PDN straps and rails:
(6 px per µm) Pins as bars on the die edge.
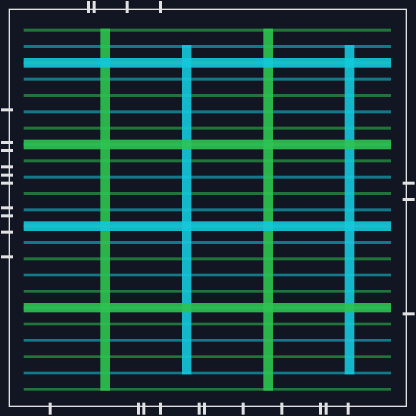
Cell classes on the final placement:
(4 px per µm) Fill, decap, tap and diode cells in grey.
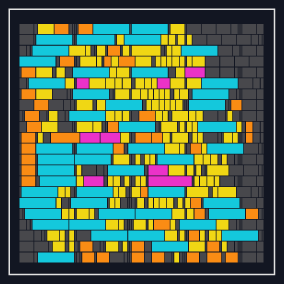
==> src/rtl/spi_slave.sv <==
// spi_slave: SPI mode-0 peripheral with synchronised pin inputs, a one-word TX buffer
// and an RX holding register with sticky overrun.
module spi_slave #(
    parameter int              SIZE        = 8,
    parameter int              SYNC_STAGES = 2,
    parameter logic [SIZE-1:0] DEFAULT_TX  = 8'hFF
) (
    input  logic            clk,
    input  logic            rst,
    input  logic            sclk,
    input  logic            cs,
    input  logic            mosi,
    output logic            miso,
    output logic            miso_oe,
    input  logic [SIZE-1:0] tx_data,
    input  logic            tx_wr,
    output logic            tx_ready,
    output logic [SIZE-1:0] rx_data,
    output logic            rx_valid,
    input  logic            rx_rd,
    output logic            overrun
);
    localparam int CW = $clog2(SIZE);
    localparam logic [CW-1:0] LAST = CW'(SIZE - 1);

    typedef enum logic [1:0] {IDLE, LOAD, SHIFT} state_t;

    state_t state, state_nx;
    logic [SYNC_STAGES-1:0] sclk_s, cs_s, mosi_s;
    logic sclk_d, cs_d;
    logic [SIZE-1:0] tx_buf, tx_shift, rx_shift;
    logic [CW-1:0] bit_cnt;
    logic sclk_rise, sclk_fall, cs_rise, cs_fall, load, shift_rx, shift_tx, word_done;

    assign sclk_rise = sclk_s[SYNC_STAGES-1] & ~sclk_d;
    assign sclk_fall = ~sclk_s[SYNC_STAGES-1] & sclk_d;
    assign cs_rise   = cs_s[SYNC_STAGES-1] & ~cs_d;
    assign cs_fall   = ~cs_s[SYNC_STAGES-1] & cs_d;
    assign shift_rx  = state == SHIFT && sclk_rise && !cs_rise;
    assign shift_tx  = state == SHIFT && sclk_fall && !cs_rise;
    assign word_done = shift_rx && bit_cnt == LAST;
    // bit_cnt==0 on a falling edge in SHIFT only follows a completed word
    assign load      = !cs_rise && (state == LOAD || (shift_tx && bit_cnt == '0));
    assign miso_oe   = state != IDLE;
    assign miso      = miso_oe & tx_shift[SIZE-1];

    always_comb begin
        state_nx = cs_rise ? IDLE :
                   (state == IDLE && cs_fall) ? LOAD :
                   (state == LOAD) ? SHIFT : state;
    end

    always_ff @(posedge clk or posedge rst) begin
        if (rst) begin
            sclk_s   <= '0;
            cs_s     <= '0;
            mosi_s   <= '0;
            sclk_d   <= 1'b0;
            cs_d     <= 1'b0;
            state    <= IDLE;
            tx_buf   <= '0;
            tx_ready <= 1'b1;
            tx_shift <= '0;
            rx_shift <= '0;
            bit_cnt  <= '0;
            rx_data  <= '0;
            rx_valid <= 1'b0;
            overrun  <= 1'b0;
        end else begin
            sclk_s <= {sclk_s[SYNC_STAGES-2:0], sclk};
            cs_s   <= {cs_s[SYNC_STAGES-2:0], cs};
            mosi_s <= {mosi_s[SYNC_STAGES-2:0], mosi};
            sclk_d <= sclk_s[SYNC_STAGES-1];
            cs_d   <= cs_s[SYNC_STAGES-1];
            state  <= state_nx;
            if (tx_wr && tx_ready) begin
                tx_buf   <= tx_data;
                tx_ready <= 1'b0;
            end else if (load) begin
                tx_ready <= 1'b1;
            end
            if (load)
                tx_shift <= tx_ready ? DEFAULT_TX : tx_buf;
            else if (shift_tx)
                tx_shift <= {tx_shift[SIZE-2:0], 1'b0};
            else if (state_nx == IDLE)
                tx_shift <= '0;
            if (state != SHIFT || cs_rise)
                bit_cnt <= '0;
            else if (shift_rx) begin
                rx_shift <= {rx_shift[SIZE-2:0], mosi_s[SYNC_STAGES-1]};
                bit_cnt  <= word_done ? '0 : bit_cnt + 1'b1;
            end
            if (word_done) begin
                rx_data  <= {rx_shift[SIZE-2:0], mosi_s[SYNC_STAGES-1]};
                rx_valid <= 1'b1;
                if (rx_valid && !rx_rd)
                    overrun <= 1'b1;
            end else if (rx_rd) begin
                rx_valid <= 1'b0;
            end
        end
    end
endmodule

==> config.mk <==
export PLATFORM = sky130hd
export DESIGN_NAME = spi_slave
export DESIGN_NICKNAME = d
export VERILOG_FILES = /design/src/rtl/spi_slave.sv
export SDC_FILE = /design/constraint.sdc
export NUM_CORES = 1
export LEC_CHECK = 0
export ABC_AREA = 1
export ABC_CLOCK_PERIOD_IN_PS = 1450
export CORE_MARGIN = 2
export CORE_UTILIZATION = 53
export CTS_CLUSTER_DIAMETER = 200
export CTS_CLUSTER_SIZE = 30
export DETAILED_ROUTE_END_ITERATION = 7
export GPL_TIMING_DRIVEN = 0
export PLACE_DENSITY = 0.81
export SYNTH_ARGS = -nofsm -noshare
export SYNTH_HDL_FRONTEND = slang
export SYNTH_SLANG_ARGS = --single-unit
==> constraint.sdc <==
create_clock -name clk -period 1.45 [get_ports clk]
set_input_delay 0.2175 -clock clk [delete_from_list [all_inputs] [get_ports clk]]
set_output_delay 0.2175 -clock clk [all_outputs]
set_load 0.02 [all_outputs]
==> results.txt <==
fresh numbers from the pnr run: most frequent logic cell in the layout=dfrtp_1, Power Sequential=between 1.5 and 2 mW, post-layout utilization of the core=72.7%, via/cell ratio=between 5 and 6, Met1 Wirelength=between 1500 and 2000 µm, CP startpoint kind=flop, crit-path leading delay family=simple AND/OR/NAND/NOR gates, FF-to-FF path depth=9, Post-synth seq share=57.9%, clk slew on worst S/H paths=about 0.090 ns, FP Rows=22, Largest regs=rx_data x8, tx_buf x8, tx_shift x8, Adders+Majority by Area=1.85%, Tot Pwr=between 3 and 4 mW, XOR/XNOR Fraction of Synth Area=0%, CTS Buffer Depth=2, CTS sink count=~47, setup slack, reg-to-reg=around 0.024 ns, Initial Util=about 56%, aoi share=under 10%, Combinational Gates=124, largest class=sequential cells, status=finished clean, Seq cells=approximately 47, # clk buffers=5, met3 Track Usage GR=between 3 and 4%, Net Sw Frac=30.2%, measured slew at the worst slew-check pin=~0.34 ns, MI comb area=802 µm², P_int=2.60 mW, non-clk buf share=between 10% and 20%, WL met2=1820 µm, CTS Buf Count=5, DP Area=2380 µm², pre-CTS setup slack=~0.036 ns, Ant. Diodes=0, final hold violations=0, mux share=4.43%, Syn Nets=approximately 220, Synth Area per Inst=roughly 9.9 µm², # Cells Yosys=205, DR WL/cell=approximately 13 µm, Std-Cell Core Area=3660 µm², post-synth cell types=21, critical path arrival=1.66 ns
## Picture notes: 'PDN straps and rails'
Key: cyan = VDD; green = VSS
4 straps on met4. 4 straps on met5. 23 met1 rails follow the rows. The core has 22 rows.

## Picture notes: 'cell classes on the final placement'
Key: orange = other buffers and delay cells [cells 42, share of their area 15%]; magenta = clock drivers and dummy loads [cells 8, share of their area 4.5%]; yellow = combinational and other logic [cells 155, share of their area 36%]; cyan = flops [cells 47, share of their area 45%]

[synth_stat cells]
cell type / n / share of area, %
o21ai_0: 11 / 2.7
o21ai_2: 8 / 3.4
nand2_4: 3 / 1.7
a21oi_1: 1 / 0.25
buf_6: 1 / 0.55
nand3_1: 27 / 6.6
dfrtp_1: 46 / 57
mux2_2: 8 / 4.4
ha_1: 3 / 1.8
a31o_2: 1 / 0.43
nand2_1: 30 / 5.5
nor2_4: 1 / 0.55
buf_2: 3 / 0.74
inv_6: 1 / 0.43
nand2_2: 3 / 0.92
inv_1: 30 / 5.5
dfstp_2: 1 / 1.3
o21ai_1: 1 / 0.25
or2_2: 8 / 2.5
a21boi_2: 1 / 0.55
nor2_1: 17 / 3.1
Power is estimated from default activity; no workload was simulated.
